### src/rtl/channel_acq_controller_async_nch_pkg.sv
// Shared definitions for channel_acq_controller_async_nch.
//   - one-hot state indices and the typed state enum
//   - bit-field layout of the second event word (status word)
//   - width and ceiling of the saturating dropped-trigger count
//   - pack_word1(): assembles the status word from its fields
package channel_acq_controller_async_nch_pkg;

  // Bit positions of each state in the one-hot 'state' output.
  localparam int unsigned ST_IDLE       = 0;
  localparam int unsigned ST_WAIT       = 1;
  localparam int unsigned ST_STORE_HDR  = 2;
  localparam int unsigned ST_STORE_STAT = 3;
  localparam int unsigned ST_READOUT    = 4;
  localparam int unsigned NUM_STATES    = 5;

  typedef enum logic [NUM_STATES-1:0] {
    StIdle      = 5'b00001 << ST_IDLE,
    StWait      = 5'b00001 << ST_WAIT,
    StStoreHdr  = 5'b00001 << ST_STORE_HDR,
    StStoreStat = 5'b00001 << ST_STORE_STAT,
    StReadout   = 5'b00001 << ST_READOUT
  } acq_state_e;

  // Status word layout: {timeout, dropped count, missing-channel mask}.
  localparam int unsigned TIMEOUT_BIT = 31;
  localparam int unsigned DROP_LSB    = 16;
  localparam int unsigned MISS_W      = DROP_LSB;

  // Saturating dropped-trigger count.
  localparam int unsigned         DROP_W   = 15;
  localparam logic [DROP_W-1:0]   DROP_MAX = '1;

  function automatic logic [31:0] pack_word1(input logic              timeout,
                                             input logic [DROP_W-1:0] drops,
                                             input logic [MISS_W-1:0] missing);
    logic [31:0] w;
    w                       = '0;
    w[TIMEOUT_BIT]          = timeout;
    w[DROP_LSB +: DROP_W]   = drops;
    w[MISS_W-1:0]           = missing;
    return w;
  endfunction

endpackage

### src/rtl/sat_counter.sv
// Saturating counter with synchronous clear and load.
// Priority: clear > load > step. Counting up stops at MAX; counting down
// (DOWN = 1) stops at zero.
//   clk, reset_n : clock, asynchronous active-low reset (count -> 0)
//   clear        : force count to 0
//   load         : force count to load_value
//   step         : advance one count toward the saturation limit
//   count        : current value
module sat_counter #(
  parameter int unsigned       WIDTH = 8,
  parameter logic [WIDTH-1:0]  MAX   = '1,
  parameter bit                DOWN  = 1'b0
) (
  input  logic             clk,
  input  logic             reset_n,
  input  logic             clear,
  input  logic             load,
  input  logic [WIDTH-1:0] load_value,
  input  logic             step,
  output logic [WIDTH-1:0] count
);

  logic [WIDTH-1:0] count_q, count_d;

  always_comb begin
    count_d = count_q;
    if (clear) begin
      count_d = '0;
    end else if (load) begin
      count_d = load_value;
    end else if (step) begin
      if (DOWN) begin
        if (count_q != '0) count_d = count_q - 1'b1;
      end else begin
        if (count_q != MAX) count_d = count_q + 1'b1;
      end
    end
  end

  always_ff @(posedge clk or negedge reset_n) begin
    if (!reset_n) count_q <= '0;
    else          count_q <= count_d;
  end

  assign count = count_q;

endmodule

### src/rtl/channel_acq_controller_async_nch.sv
// Asynchronous-mode acquisition controller for NUM_CHAN digitizer channels.
// A TTC trigger in IDLE snapshots the channel enables, waits for every enabled
// channel's done (or a timeout), then writes a two-word event record to the
// event FIFO under valid/ready and waits for the readout to finish. In IDLE,
// front-panel pulse triggers are forwarded to the channels with a holdoff.
//
//   clk, reset_n          : 40 MHz TTC clock, asynchronous active-low reset
//   chan_en               : channels taking part in acquisition
//   accept_pulse_triggers : forward front-panel triggers while idle
//   async_mode            : asynchronous mode select
//   readout_done          : readout finished (READOUT only)
//   ttc_trigger/_type/_num: TTC trigger strobe and its type/number
//   ttc_acq_ready         : high while idle
//   pulse_trigger         : front-panel trigger strobe
//   acq_dones             : per-channel done
//   acq_enable, acq_trig  : registered channel enables / triggers
//   fifo_ready/valid/data : event FIFO write handshake
//   dropped_trig_count    : TTC triggers ignored while busy (saturating)
//   state                 : one-hot state
module channel_acq_controller_async_nch
  import channel_acq_controller_async_nch_pkg::*;
#(
  parameter int unsigned NUM_CHAN      = 5,
  parameter int unsigned TRIG_TYPE_W   = 3,
  parameter int unsigned TRIG_NUM_W    = 24,
  parameter int unsigned DONE_TIMEOUT  = 65535,
  parameter int unsigned PULSE_HOLDOFF = 0
) (
  input  logic                   clk,
  input  logic                   reset_n,
  input  logic [NUM_CHAN-1:0]    chan_en,
  input  logic                   accept_pulse_triggers,
  input  logic                   async_mode,
  input  logic                   readout_done,
  input  logic                   ttc_trigger,
  input  logic [TRIG_TYPE_W-1:0] ttc_trig_type,
  input  logic [TRIG_NUM_W-1:0]  ttc_trig_num,
  output logic                   ttc_acq_ready,
  input  logic                   pulse_trigger,
  input  logic [NUM_CHAN-1:0]    acq_dones,
  output logic [2*NUM_CHAN-1:0]  acq_enable,
  output logic [NUM_CHAN-1:0]    acq_trig,
  input  logic                   fifo_ready,
  output logic                   fifo_valid,
  output logic [31:0]            fifo_data,
  output logic [DROP_W-1:0]      dropped_trig_count,
  output logic [NUM_STATES-1:0]  state
);

  // Timeout counter only needs to reach DONE_TIMEOUT-1.
  localparam int unsigned TO_W = (DONE_TIMEOUT > 1) ? $clog2(DONE_TIMEOUT) : 1;
  localparam logic [TO_W-1:0] TO_LAST = (DONE_TIMEOUT > 0) ? TO_W'(DONE_TIMEOUT - 1) : '1;
  localparam int unsigned HO_W = (PULSE_HOLDOFF > 0) ? $clog2(PULSE_HOLDOFF + 1) : 1;

  acq_state_e state_q, state_d;

  logic [TRIG_TYPE_W-1:0] type_q;
  logic [TRIG_NUM_W-1:0]  num_q;
  logic [NUM_CHAN-1:0]    en_snap_q;
  logic [NUM_CHAN-1:0]    mask_q;
  logic                   timeout_q;
  logic [NUM_CHAN-1:0]    missing_q;
  logic [DROP_W-1:0]      drop_snap_q;
  logic [2*NUM_CHAN-1:0]  acq_enable_q;
  logic [NUM_CHAN-1:0]    acq_trig_q;

  logic [TO_W-1:0]        to_count;
  logic [HO_W-1:0]        holdoff_count;
  logic [DROP_W-1:0]      drop_count;

  logic                   idle, in_wait, in_hdr, in_stat;
  logic                   start_event, pulse_path, fwd_pulse, drop;
  logic                   hdr_accept, stat_accept;
  logic [NUM_CHAN-1:0]    dones_en;
  logic                   all_done, timed_out;
  logic [DROP_W-1:0]      drop_count_inc;

  assign idle    = (state_q == StIdle);
  assign in_wait = (state_q == StWait);
  assign in_hdr  = (state_q == StStoreHdr);
  assign in_stat = (state_q == StStoreStat);

  // TTC trigger wins over a coincident pulse in IDLE.
  assign start_event = idle & ttc_trigger & async_mode;
  assign pulse_path  = idle & ~start_event & accept_pulse_triggers & async_mode;
  assign fwd_pulse   = pulse_path & pulse_trigger & (holdoff_count == '0);

  assign drop        = ttc_trigger & ~idle;
  assign hdr_accept  = in_hdr & fifo_ready;
  assign stat_accept = in_stat & fifo_ready;

  assign dones_en  = acq_dones & en_snap_q;
  assign all_done  = ((mask_q | dones_en) == en_snap_q);
  assign timed_out = (DONE_TIMEOUT != 0) && (to_count == TO_LAST);

  // Count value after this edge, used to freeze the status word's drop field.
  assign drop_count_inc = (drop_count == DROP_MAX) ? DROP_MAX : drop_count + DROP_W'(drop);

  // Counters ------------------------------------------------------------------

  sat_counter #(
    .WIDTH (DROP_W),
    .MAX   (DROP_MAX),
    .DOWN  (1'b0)
  ) u_drop_cnt (
    .clk        (clk),
    .reset_n    (reset_n),
    .clear      (stat_accept & ~drop),
    .load       (stat_accept & drop),   // a drop on the clearing edge still counts
    .load_value (DROP_W'(1)),
    .step       (drop),
    .count      (drop_count)
  );

  sat_counter #(
    .WIDTH (TO_W),
    .MAX   (TO_LAST),
    .DOWN  (1'b0)
  ) u_timeout_cnt (
    .clk        (clk),
    .reset_n    (reset_n),
    .clear      (start_event),
    .load       (1'b0),
    .load_value ('0),
    .step       (in_wait),
    .count      (to_count)
  );

  sat_counter #(
    .WIDTH (HO_W),
    .MAX   ('1),
    .DOWN  (1'b1)
  ) u_holdoff_cnt (
    .clk        (clk),
    .reset_n    (reset_n),
    .clear      (1'b0),
    .load       (fwd_pulse),
    .load_value (HO_W'(PULSE_HOLDOFF)),
    .step       (1'b1),
    .count      (holdoff_count)
  );

  // FSM -----------------------------------------------------------------------

  always_ff @(posedge clk or negedge reset_n) begin
    if (!reset_n) state_q <= StIdle;
    else          state_q <= state_d;
  end

  always_comb begin
    state_d = state_q;
    unique case (state_q)
      StIdle:      if (start_event)           state_d = StWait;
      StWait:      if (all_done || timed_out) state_d = StStoreHdr;
      StStoreHdr:  if (fifo_ready)            state_d = StStoreStat;
      StStoreStat: if (fifo_ready)            state_d = StReadout;
      StReadout:   if (readout_done)          state_d = StIdle;
      default:                                state_d = StIdle;
    endcase
  end

  always_comb begin
    ttc_acq_ready = 1'b0;
    fifo_valid    = 1'b0;
    fifo_data     = '0;
    unique case (state_q)
      StIdle: ttc_acq_ready = 1'b1;
      StStoreHdr: begin
        fifo_valid = 1'b1;
        fifo_data  = 32'({type_q, num_q});
      end
      StStoreStat: begin
        fifo_valid = 1'b1;
        fifo_data  = pack_word1(timeout_q, drop_snap_q, MISS_W'(missing_q));
      end
      default: ;
    endcase
  end

  // Event latches -------------------------------------------------------------

  always_ff @(posedge clk or negedge reset_n) begin
    if (!reset_n) begin
      type_q      <= '0;
      num_q       <= '0;
      en_snap_q   <= '0;
      mask_q      <= '0;
      timeout_q   <= 1'b0;
      missing_q   <= '0;
      drop_snap_q <= '0;
    end else begin
      if (start_event) begin
        type_q    <= ttc_trig_type;
        num_q     <= ttc_trig_num;
        en_snap_q <= chan_en;
        mask_q    <= '0;
      end else if (in_wait) begin
        mask_q <= mask_q | dones_en;
      end
      if (in_wait) begin
        if (all_done) begin
          timeout_q <= 1'b0;
          missing_q <= '0;
        end else if (timed_out) begin
          timeout_q <= 1'b1;
          missing_q <= en_snap_q & ~mask_q;
        end
      end
      // Freeze the drop field so word1 stays stable while it waits for ready.
      if (hdr_accept) drop_snap_q <= drop_count_inc;
    end
  end

  // Channel outputs -----------------------------------------------------------

  always_ff @(posedge clk or negedge reset_n) begin
    if (!reset_n) begin
      acq_enable_q <= '0;
      acq_trig_q   <= '0;
    end else begin
      acq_enable_q <= {(2*NUM_CHAN){pulse_path}};
      acq_trig_q   <= fwd_pulse ? chan_en : '0;
    end
  end

  assign acq_enable         = acq_enable_q;
  assign acq_trig           = acq_trig_q;
  assign dropped_trig_count = drop_count;
  assign state              = state_q;

endmodule

### config.mk
export PLATFORM = sky130hd
export DESIGN_NAME = channel_acq_controller_async_nch
export DESIGN_NICKNAME = d
export VERILOG_FILES = /design/src/rtl/channel_acq_controller_async_nch_pkg.sv /design/src/rtl/sat_counter.sv /design/src/rtl/channel_acq_controller_async_nch.sv
export SDC_FILE = /design/constraint.sdc
export NUM_CORES = 1
export LEC_CHECK = 0
export ABC_AREA = 1
export CAP_MARGIN = 5
export CORE_MARGIN = 10
export CORE_UTILIZATION = 50
export CTS_CLUSTER_DIAMETER = 30
export DETAILED_ROUTE_END_ITERATION = 6
export HOLD_SLACK_MARGIN = 0.02
export PLACE_DENSITY = 0.78
export SLEW_MARGIN = 20
export SYNTH_ARGS = -nofsm -noshare
export SYNTH_HDL_FRONTEND = slang
export SYNTH_SLANG_ARGS = --single-unit
### constraint.sdc
create_clock -name clk -period 3.2 [get_ports clk]
set_input_delay 0.64 -clock clk [delete_from_list [all_inputs] [get_ports clk]]
set_output_delay 0.64 -clock clk [all_outputs]
set_load 0.01 [all_outputs]
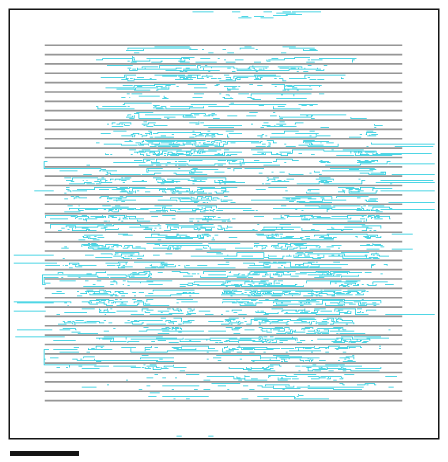
Figure 1: run 1, signal wires on met1.
Scale bar: 20 um. Supply wires on this layer in grey.
803 nets have wire on it. The longest straight run is 25.3 um.
via count of the routed design: 5,033
sum of routed wire length over all layers: 14,400 um
met1 usage: 0.211

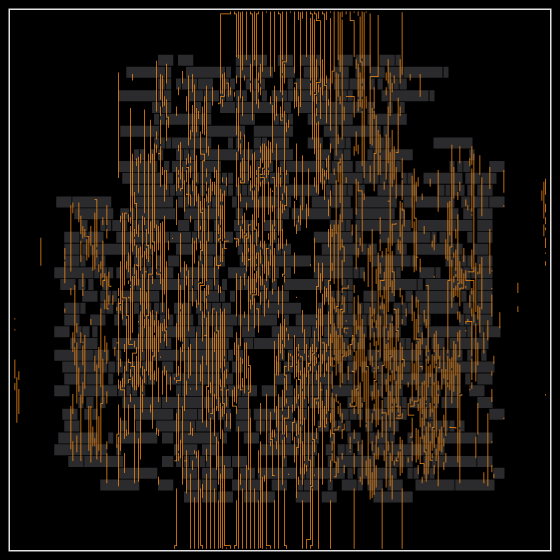
Figure 2: run 1, metal 2.
The longest straight run is 38.1 um. The layer carries 7,320 um of wire. 722 nets have wire on it. The layer holds 51% of the routed length.
GR Util met2: 0.326

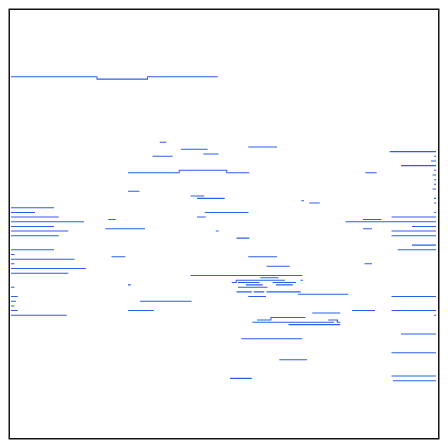
Figure 3: run 1, signal wires on met3.
The wires run mostly horizontal. The longest straight run is 32.2 um.
met3 usage: 0.0383

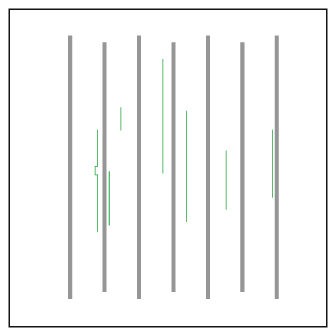
Figure 4: run 1, M4 wires.
Supply wires on this layer in grey.
The wires run mostly vertical. The longest straight run is 44.9 um. The layer carries 210 um of wire.

-- run 1: routing by layer --
metal | vias to the layer above | track usage | part of all wire
met5 | - | 0 | 0
met2 | 138 | 0.326 | 0.51
met3 | 19 | 0.0383 | 0.057
met4 | 0 | 0.0535 | 0.015
met1 | 2394 | 0.211 | 0.42
li1 | 2482 | - | -
-- run 1: through the flow --
stage / hold slack, ns / total power [mW] / utilization
floorplan: 0.344 / 2.64 / -
global placement: 0.459 / 3.03 / 0.616
detailed placement: 0.463 / 3.09 / 0.616
CTS: 0.414 / 3.94 / 0.636
global route: 0.445 / 4.19 / 0.636
finish: 0.352 / 3.92 / 0.636
-- run 1: where the power goes --
part | switching [mW] | internal (mW) | leakage, nW
sequential | 0.217 | 1.60 | 1.26
clock | 0.481 | 0.375 | 0.0995
combinational | 0.751 | 0.495 | 1.92
==> PnR_summary.wiki, run 1 <==
=== Physical design figures ===
{| class="wikitable"
! Metric !! Value
|-
| Setup violation total in the final timing report || 0
|-
| Post-synthesis average cell area || 7.57 sq um
|-
| Clock Buffer Count || 9
|-
| List of most frequent post-synthesis cells || 179 x sky130_fd_sc_hd__nand2_1, 111 x sky130_fd_sc_hd__inv_1, 99 x sky130_fd_sc_hd__dfrtp_1, 80 x sky130_fd_sc_hd__nor2_1, 56 x sky130_fd_sc_hd__o21ai_0
|-
| Levels on crit path || 6
|-
| Area figure in the yosys stat output || 5460 sq um
|-
| NonClk Buf Share || 0.172
|-
| Slack of the critical path || 0.411 ns
|-
| Drt pass-1 iters || 6
|-
| Post-synthesis cell count from yosys || 721
|-
| Endpoint of the most critical register-to-register path || drop_snap_q[10]
|-
| Combined area of all synthesized cells || 5460 sq um
|-
| Final critical delay including setup and external delays || 2.79 ns
|-
| Sink Count || 100
|-
| Global-route congestion overflow total || 0
|-
| Critical Setup Path Class || flip-flop to output pin
|-
| Slowest library cell on the worst path || sky130_fd_sc_hd__clkdlybuf4s50_1
|-
| Yosys warning count || 0
|-
| Number of non-filler instances in the completed layout || 967
|-
| Count of hold-fix buffers inserted at cts || 0
|-
| Dominant combinational cell family by area after synthesis || simple AND/OR/NAND/NOR gates
|-
| Count of library flops with an enable pin || 0
|-
| Die area || 15,500 sq um
|-
| Worst clock skew on the final layout || 0.0148 ns
|-
| Data required time at the worst endpoint || 2.56 ns
|-
| Max Root-Sink Buffers || 2
|-
| Post-Synth Simple-Gate Area || 0.295
|-
| Multiplexer share of the synthesized area || 0
|-
| Root buffer cell || sky130_fd_sc_hd__clkbuf_8
|-
| Layout filler cell count || 944
|-
| ClkCell Share || 0.0306
|-
| Die X-Extent || 124 um
|-
| Power per Cell Area || 573 nW/um^2
|-
| Arrival time of data at the critical path endpoint || 2.15 ns
|-
| Clock Latency Late Sink || 0.38 ns
|-
| Top cell excl fill/tap || sky130_fd_sc_hd__nand2_1
|-
| Nets at Floorplan || 771
|-
| Final Cell Area || 6830 sq um
|-
| Worst setup slack for register-to-register paths || 0.89 ns
|-
| Postcts setup bufs || 0
|-
| Flip-flop and latch area || 2500 sq um
|-
| Routed length per placed instance || 14.9 um
|-
| Number of placement rows || 38
|-
| Clock tree from TritonCTS || done
|-
| Worst setup path endpoint || fifo_data[16]
|-
| Logic share of the area || 0.343
|-
| Seq/Total Area, Yosys || 0.459
|-
| Library cells used by synthesis || 34
|-
| Flops & latches, synth || 100
|-
| Post-detailed-placement half-perimeter wirelength || 10,800 um
|-
| Share of synthesized registers carrying an async set or reset || 1.00
|-
| Share of Yosys cell area claimed by the top area cell type || 0.454
|-
| Post-DR vias/cell || 5.20
|-
| Number of gates resized after CTS || 0
|-
| Static Leakage || 3.27 nW
|-
| Post-layout period usage of the worst path || 0.872
|-
| Mapped Cells || 721
|-
| Register ranked first by flip-flop count || num_q
|-
| Seq cells || 100
|-
| Crit-path max FO || 24
|-
| Pins Over Slew Limit || 0
|-
| Maximum number of pins on one net before global-route repair || 74
|-
| Max Cap Viol || 0
|-
| Die boundary height || 124 um
|-
| Sort of element at the start of the critical path || flip-flop
|-
| DRT iter0 DRCs || 351
|-
| Transition at the pin with the smallest max-transition slack || 0.926 ns
|-
| Critical path's largest stage delay || 0.59 ns
|-
| Endpoint kind of the worst setup timing path || output pin
|-
| Seq/total area || 0.366
|-
| Combinational gate count || 479
|-
| Cts bufs inserted || 9
|-
| CP top delay family || buffers and inverters
|-
| Number of well taps || 140
|-
| Global-route wire length before repair || 24,000 um
|-
| Adder share || 0.0115
|-
| Vias in the first global route || 5,037
|-
| Final RePlAce weighted congestion || 0.914
|-
| Setup repair after global routing missed its margin || no
|-
| Clock transition time at the flip-flop clock pins of the worst setup and hold paths || 0.10 ns
|-
| Biggest area consumer among synthesized cells || sky130_fd_sc_hd__dfrtp_1
|-
| Aggregate negative setup slack || 0 ns
|-
| Inverters || 113
|-
| Combined global-route utilization of all metal layers || 0.182
|-
| Combinational gate area || 2340 sq um
|-
| WP buf/inv || 3
|-
| Highest achievable clock rate || 359 MHz
|-
| Worst reg2reg path depth || 12
|-
| HP Class || primary input to async pin
|-
| Final net count || 872
|-
| Start point of the critical path || state[3]
|-
| Top cells by area in the synthesized netlist || sky130_fd_sc_hd__dfrtp_1 45%, sky130_fd_sc_hd__nand2_1 12%, sky130_fd_sc_hd__inv_1 7.6%, sky130_fd_sc_hd__nor2_1 5.5%, sky130_fd_sc_hd__o21ai_0 5.1%
|-
| Commonest cells after routing, fill and taps aside || 179 x sky130_fd_sc_hd__nand2_1, 112 x sky130_fd_sc_hd__clkdlybuf4s50_1, 111 x sky130_fd_sc_hd__inv_1, 99 x sky130_fd_sc_hd__dfrtp_1, 80 x sky130_fd_sc_hd__nor2_1
|-
| Max transition margin || 0.383
|-
| Max FFs per register || 24
|-
| Top cell category || sequential cells
|-
| Fraction of final layout cells with drive strength greater than 1 || 0.0556
|-
| Number of buffers inserted by port buffering || 113
|-
| Compound-cell area share of the yosys netlist || 0.0942
|-
| Floorplan core area || 10,700 sq um
|-
| Yosys top cell by instances || sky130_fd_sc_hd__nand2_1
|-
| Status || completed
|-
| Reg-to-Reg Start || state[4]
|-
| Number of top-level pins || 114
|-
| Number of hold-slack violations in the final timing report || 0
|-
| Worst slack at placement || 0.447 ns
|-
| Area Overhead vs Synth || 25.1%
|-
| Area after detailed placement || 6620 sq um
|-
| Number of antenna violations at the first check in global routing || 0
|-
| Number of warnings in the stage logs || 27
|-
| Crit-path cells || inv_1 > nor2_1 > nand3_1 > buf_4 > o22ai_1 > clkdlybuf4s50_1
|-
| Number of antenna repair diodes || 0
|-
| Number of design rule violations left after detail routing || 0
|}
Figure 5. Routing congestion map (run 1).
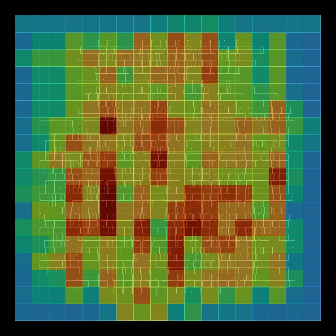

==> run 2: changes to the inputs <==
--- a/config.mk
+++ b/config.mk
@@ -12,7 +12,7 @@
 export CTS_CLUSTER_DIAMETER = 30
 export DETAILED_ROUTE_END_ITERATION = 6
 export HOLD_SLACK_MARGIN = 0.02
-export PLACE_DENSITY = 0.78
+export PLACE_DENSITY = 0.88
 export SLEW_MARGIN = 20
 export SYNTH_ARGS = -nofsm -noshare
 export SYNTH_HDL_FRONTEND = slang
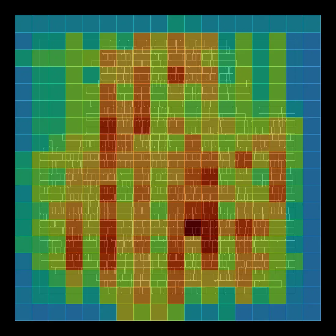
Figure 6: run 2, routing congestion map.
GR Util met2: 0.305
routed length per placed instance: 14.8 um
combined global-route utilization of all metal layers: 0.177
gr busiest metal: met2

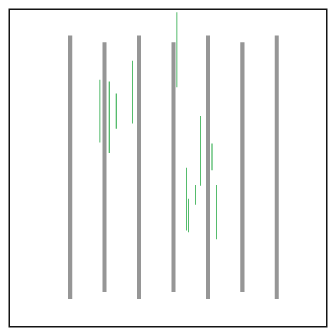
Figure 7: run 2, M4 wires.
Supply wires on this layer in grey.
The layer carries 223 um of wire. The longest straight run is 29.2 um. The wires run mostly vertical.
via count of the routed design: 5,013
sum of routed wire length over all layers: 14,400 um

==> run 2 against run 1 <==
Effect of this change: maximum frequency increased by 1.5%; total power grew 0.47%; sequential share of layout area shrank 0.11 points; critical endpoint is now fifo_data[0].
==> PnR_summary.wiki, run 2 <==
=== Physical design figures ===
{| class="wikitable"
! Metric !! Value
|-
| Status || completed
|-
| Max transition margin || 0.555 (+0.172)
|-
| DRT iter0 DRCs || 357 (+1.7%)
|-
| CP top delay family || buffers and inverters
|-
| Transition at the pin with the smallest max-transition slack || 0.668 ns (-0.258 ns)
|-
| Top power group || sequential cells
|-
| Power drawn by the sequential cells || 1.82 mW (about the same)
|-
| Pins Over Slew Limit || 0 (unchanged)
|-
| Global-route wire length before repair || 23,500 um (-2.2%)
|-
| Static Leakage || 3.28 nW (+0.32%)
|-
| NonClk Buf Share || 0.174 (+0.00239)
|-
| Top cells by area in the synthesized netlist || sky130_fd_sc_hd__dfrtp_1 45%, sky130_fd_sc_hd__nand2_1 12%, sky130_fd_sc_hd__inv_1 7.6%, sky130_fd_sc_hd__nor2_1 5.5%, sky130_fd_sc_hd__o21ai_0 5.1%
|-
| Start point of the critical path || state[3]
|-
| Clock group total power || 858 uW (about the same)
|-
| Final RePlAce weighted congestion || 0.934 (+2.2%)
|-
| Power Total || 3.93 mW (+0.47%)
|-
| Biggest area consumer among synthesized cells || sky130_fd_sc_hd__dfrtp_1
|-
| Floorplan core area || 10,700 sq um (unchanged)
|-
| Met1 usage || 0.216 (+0.00505)
|-
| Worst clock skew on the final layout || 0.0214 ns (+0.00659 ns)
|-
| Flops & latches, synth || 100 (unchanged)
|-
| Die boundary height || 124 um (unchanged)
|-
| Combinational logic power || 1.26 mW (about the same)
|-
| Post-layout period usage of the worst path || 0.859 (-0.0126)
|-
| Number of non-filler instances in the completed layout || 968 (+0.10%)
|-
| Number of hold-slack violations in the final timing report || 0 (unchanged)
|-
| Worst slack on hold paths || 0.211 ns (-0.141 ns)
|-
| HP Class || primary input to async pin
|-
| Inverters || 113 (unchanged)
|-
| Final Cell Area || 6850 sq um (+0.31%)
|-
| Global-route congestion overflow total || 0 (unchanged)
|-
| Final net count || 873 (+0.11%)
|-
| Max Root-Sink Buffers || 2 (unchanged)
|-
| Count of hold-fix buffers inserted at cts || 0 (unchanged)
|-
| Routed met3 length || 752 um (-8.4%)
|-
| Seq/total area || 0.365 (-0.00114)
|-
| Root buffer cell || sky130_fd_sc_hd__clkbuf_8
|-
| Mapped Cells || 721 (unchanged)
|-
| Fraction of final layout cells with drive strength greater than 1 || 0.0568 (+0.00114)
|-
| Worst slack at placement || 0.484 ns (+0.0376 ns)
|-
| Crit-path max FO || 7 (-71%)
|-
| Levels on crit path || 6 (unchanged)
|-
| Nets at Floorplan || 771 (unchanged)
|-
| Maximum number of pins on one net before global-route repair || 66 (-11%)
|-
| Critical Setup Path Class || flip-flop to output pin
|-
| Die area || 15,500 sq um (unchanged)
|-
| Highest achievable clock rate || 364 MHz (+1.5%)
|-
| Internal || 2.50 mW (+1.4%)
|-
| Number of antenna violations at the first check in global routing || 0 (unchanged)
|-
| Postcts setup bufs || 0 (unchanged)
|-
| Count of library flops with an enable pin || 0 (unchanged)
|-
| Clock network power share || 0.218 (about the same)
|-
| Sort of element at the start of the critical path || flip-flop
|-
| Cts bufs inserted || 9 (unchanged)
|-
| Post-synthesis cell count from yosys || 721 (unchanged)
|-
| Setup violation total in the final timing report || 0 (unchanged)
|-
| Share of synthesized registers carrying an async set or reset || 1.00 (unchanged)
|-
| Number of antenna repair diodes || 0 (unchanged)
|-
| Switching power as a share of total power || 0.364 (-0.00602)
|-
| Library cells used by synthesis || 34 (unchanged)
|-
| Number of placement rows || 38 (unchanged)
|-
| Number of design rule violations left after detail routing || 0 (unchanged)
|-
| Slowest library cell on the worst path || sky130_fd_sc_hd__clkdlybuf4s50_1
|}
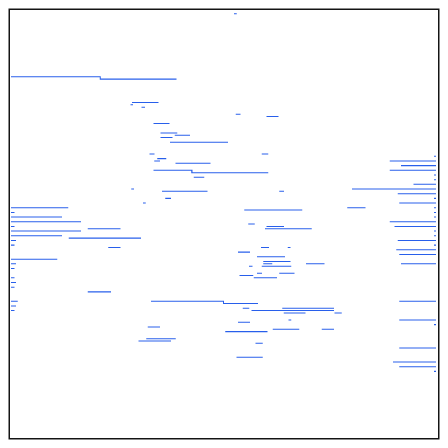
Figure 8: run 2, signal wires on met3.
met3 usage: 0.0374

run 2: cell types whose count changed in the layout (fill, tap and decap cells not counted):
cell / delta
sky130_fd_sc_hd__clkinv_2: +1
sky130_fd_sc_hd__clkbuf_8: +2
sky130_fd_sc_hd__clkinv_4: -2
sky130_fd_sc_hd__buf_12: +1
sky130_fd_sc_hd__inv_6: +1
sky130_fd_sc_hd__inv_8: -2
run 2: cell families (layout without fill, tap and decap cells):
logic type / after synthesis / count (layout) / share of synthesized area
buf+inv: 142 / 249 / 0.112
fa+ha+maj: 5 / 5 / 0.0115
compound gates: 94 / 94 / 0.0942
flops: 100 / 100 / 0.459
xor+xnor: 18 / 18 / 0.0289
simple gates: 362 / 362 / 0.295
No activity file was given, so power comes from the tool's default toggle rates.
